==> images/layer_met4.png <==
The bar under the picture is 20 microns long.
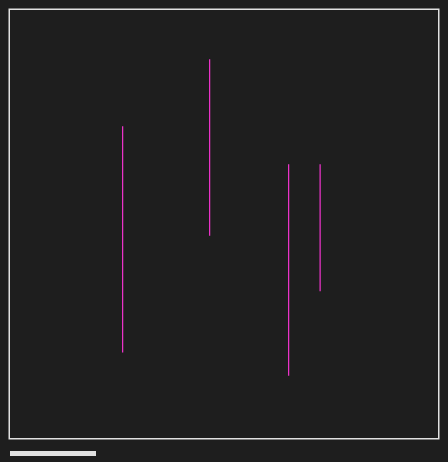
==> images/sizes.png <==
The bar under the picture is 20 microns long.
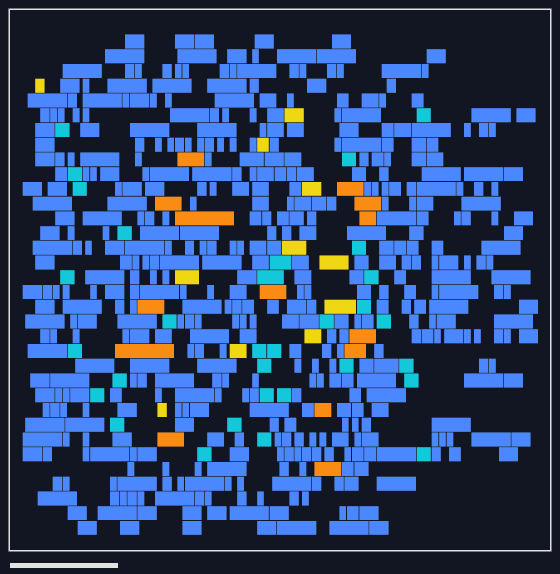
==> config.mk <==
export PLATFORM = sky130hd
export DESIGN_NAME = program_loader
export DESIGN_NICKNAME = d
export VERILOG_FILES = /design/src/rtl/program_loader.sv
export SDC_FILE = /design/constraint.sdc
export NUM_CORES = 1
export LEC_CHECK = 0
export CAP_MARGIN = 40
export CORE_MARGIN = 2
export CORE_UTILIZATION = 40
export CTS_CLUSTER_DIAMETER = 30
export CTS_CLUSTER_SIZE = 12
export DETAILED_ROUTE_END_ITERATION = 8
export PLACE_DENSITY_LB_ADDON = 0.12
export REMOVE_ABC_BUFFERS = 1
export SYNTH_ARGS = -nofsm -noshare
export SYNTH_HDL_FRONTEND = slang
export SYNTH_SLANG_ARGS = --single-unit
export TNS_END_PERCENT = 100
==> constraint.sdc <==
create_clock -name clk -period 3.15 [get_ports clk]
set_input_delay 0.63 -clock clk [delete_from_list [all_inputs] [get_ports clk]]
set_output_delay 0.63 -clock clk [all_outputs]
set_load 0.005 [all_outputs]
==> flow_metrics.env <==
# physical design summary
export IMPL_end_kind="flip-flop"
export IMPL_grt_overflow_total=0
export IMPL_edf_count=0
export IMPL_worstHoldPathCells=2
export IMPL_drcViolationCount=0
export IMPL_cts_clk_slew_worst_paths_ps=90
export IMPL_wirelength_met1_mm=4.14
export IMPL_drtIter0Drc=115
export IMPL_htreeDepth=3
export IMPL_worst_pin_slew_ps=574
export IMPL_cts_hold_buf=0
export IMPL_period_used_pct=94.0
export IMPL_finalHoldViolCount=0
export IMPL_tool_warnings=26
export IMPL_io_pins=44
export IMPL_ys_cells=456
export IMPL_required_ps=3440
export IMPL_ys_ff=80
export IMPL_clock_latency_ps=360
export IMPL_yosys_area_sq_um=3660
export IMPL_syn_area_per_cell_sq_um=8.03
export IMPL_setup_ws_ps=190
export IMPL_dr_max_layer_used="met4"
export IMPL_instances_no_fill=626
export IMPL_grt_usage_pct=18.6
export IMPL_cts_tree="yes"
export IMPL_path_class="flip-flop to flip-flop"
export IMPL_grt_start_max_net_pins=44
export IMPL_dr_wl_met2_mm=4.27
export IMPL_rsz0062_at_grt="true"
export IMPL_wl_per_cell_microns=14.0
export IMPL_vias_per_cell=5.30
export IMPL_yosys_warnings=0
export IMPL_route_met3_wl_microns=209
export IMPL_synth_cells=456
export IMPL_period_minus_slack_ps=2960
export IMPL_nNetsFinal=526
export IMPL_grt_pass1_vias=3103
export IMPL_rr_worst_depth=10
export IMPL_antenna_found_initial=0
export IMPL_yosysSeqAreaShare_pct=43.8
export IMPL_setup_viol=0
export IMPL_relSlewSlack_pct=61.6
export IMPL_fin_skew_ps=12.2
export IMPL_drv_cap=0
export IMPL_top_cell_area_share_pct=43.8
export IMPL_top_area_cell="dfxtp_1"
export IMPL_crit_fanout=6
export IMPL_fin_tns_setup_ps=0
export IMPL_cts_max_path_buffers=2
export IMPL_flop_cell="dfxtp_1"
export IMPL_num_rows=34
export IMPL_status="finished, final reports clean"
export IMPL_power_density_nw_per_um2=445
export IMPL_startpoint_type="flip-flop"
export IMPL_yosys_top_cells_area="dfxtp_1, nand2_1, a21oi_1"
export IMPL_dieHeight_microns=99.7
export IMPL_drtPass1Iterations=4
export IMPL_vdd_drop_max_mv=0.248
export IMPL_placedCellCount=610
export IMPL_cts_sinks=80
export IMPL_dpl_worst_slack_ps=-202
export IMPL_worstHoldPathType="flip-flop to flip-flop"
export IMPL_synth_distinct_cells=49
export IMPL_p_leak_nw=1.57
export IMPL_die_x_microns=99.7
export IMPL_dieArea_sq_um=9930
export IMPL_postCtsSetupBuffers=0
export IMPL_antenna_cells=0
export IMPL_cts_inserted_buffers=9
export IMPL_grt_first_pass_wirelength_mm=14.8
export IMPL_drive_above_1_share_pct=10.8
export IMPL_synthArstFlopShare_pct=0
export IMPL_fp_util_pct=41.6
export IMPL_drv_slew=0
export IMPL_cp_arrival_ps=3250
export IMPL_dp_hpwl_mm=6.38
export IMPL_syn_area_sq_um=3660
export IMPL_fmax_mhz=338
export IMPL_io_buffer_count=43
export IMPL_root_buffer="clkbuf_8"
export IMPL_core_sq_um=8810
export IMPL_antenna_left=0
export IMPL_gp_congestion=0.853
export IMPL_rrSetupSlack_ps=190
-- layer_met4.png (at the start) --
The longest straight run is 52.4 microns. The wires run mostly vertical. The layer carries 171 microns of wire.
final WL: 8.79 mm
vias: 3320

-- sizes.png (at the start) --
Yellow marks _2 cells, cells 11. Blue marks _0 and _1 cells, cells 462, most used nand2_1. Cyan marks _3 and _4 cells, cells 31, most used buf_4. Orange marks _6 and larger, cells 14, most used clkbuf_8.
area delta synth->final: 24.9%
non-clock buffer count: 71
fin area: 4570 sq um

[area by class of cell]
class / count / area, sq um
clock buffers: 9 / 124
inverters: 5 / 18.8
well taps: 108 / 135
repair buffers: 71 / 636
flip-flops and latches: 80 / 1600
fillers: 869 / 4240
multi-input cells: 346 / 1950
clock inverters: 7 / 101
[Yosys cell counts (2+ instances only)]
master	count
nor4_1	14
inv_1	5
dfxtp_1	80
nor2_1	36
nor2b_1	2
clkbuf_1	22
or4_1	3
o21a_1	7
nand2_1	107
xor2_1	6
a221oi_1	2
mux2i_1	22
nand4_1	4
buf_1	2
or3_1	2
and3_1	4
a21o_1	2
o21ai_0	8
o31a_1	6
nand3_1	12
a21oi_2	2
xnor2_1	9
nor3_1	8
nand2b_1	11
ha_1	2
a21oi_1	55
[kinds of logic (layout without fill, tap and decap cells)]
group	count (synthesis)	count (layout)	share of synthesized area [%]
AND-OR/OR-AND	93	93	15.6
AND/OR/NAND/NOR	214	214	27.2
flip-flops	80	80	43.8
adder cells (fa/ha/maj)	2	2	0.684
multiplexers	22	22	6.02
buffers and inverters	30	92	3.18
XOR/XNOR	15	15	3.59
[cell usage in the layout (no fill, tap or decap), drive strengths merged, types with 2 or more instances in the layout]
cell,n
a21o,2
a21oi,57
a221oi,2
and2,2
and3,4
buf,29
bufinv,2
clkbuf,9
clkdlybuf4s50,42
dfxtp,80
ha,2
inv,8
mux2i,22
nand2,107
nand2b,11
nand3,12
nand4,4
nor2,36
nor2b,2
nor3,8
nor4,14
nor4b,2
o21a,7
o21ai,8
o31a,6
or3,2
or4,4
or4b,2
xnor2,9
xor2,6
[critical path, cell delays in order, from the launching register on]
cell and delay (ps):
dfxtp_1 360, inv_1 70, ha_1 250, or4b_1 530, nor4_2 210, xnor2_1 120
nor4_1 300, nand3_1 200, o311ai_2 480, a21oi_1 190, o21ai_0 190
[report_power, final]
part,total (mW),leakage (nW),switching (mW),internal [mW]
combinational,0.142,0.810,0.0807,0.0614
clock,0.864,0.112,0.409,0.456
sequential,1.03,0.645,0.0111,1.02
total,2.03,1.57,0.500,1.53
[per-layer routing]
metal / global-route usage (%) / up-vias
met5: 0 / -
met4: 7.59 / 0
met3: 3.09 / 12
met2: 31.1 / 47
met1: 23.8 / 1569
li1: - / 1692
[per-stage QoR]
stage	util, %	instance area, sq um	power, mW	hold slack, ps
after floorplan	-	3560	1.12	425
after global placement	49.1	4330	1.19	441
after detailed placement	49.2	4330	1.19	447
after CTS	51.8	4560	2.06	457
after global routing	51.9	4570	2.12	477
final	51.9	4570	2.03	456
[what timing repair did]
item	in CTS	in global routing
setup endpoints to repair	0	11
hold endpoints to repair	0	0
resized	0	2
Power is estimated from default activity; no workload was simulated.
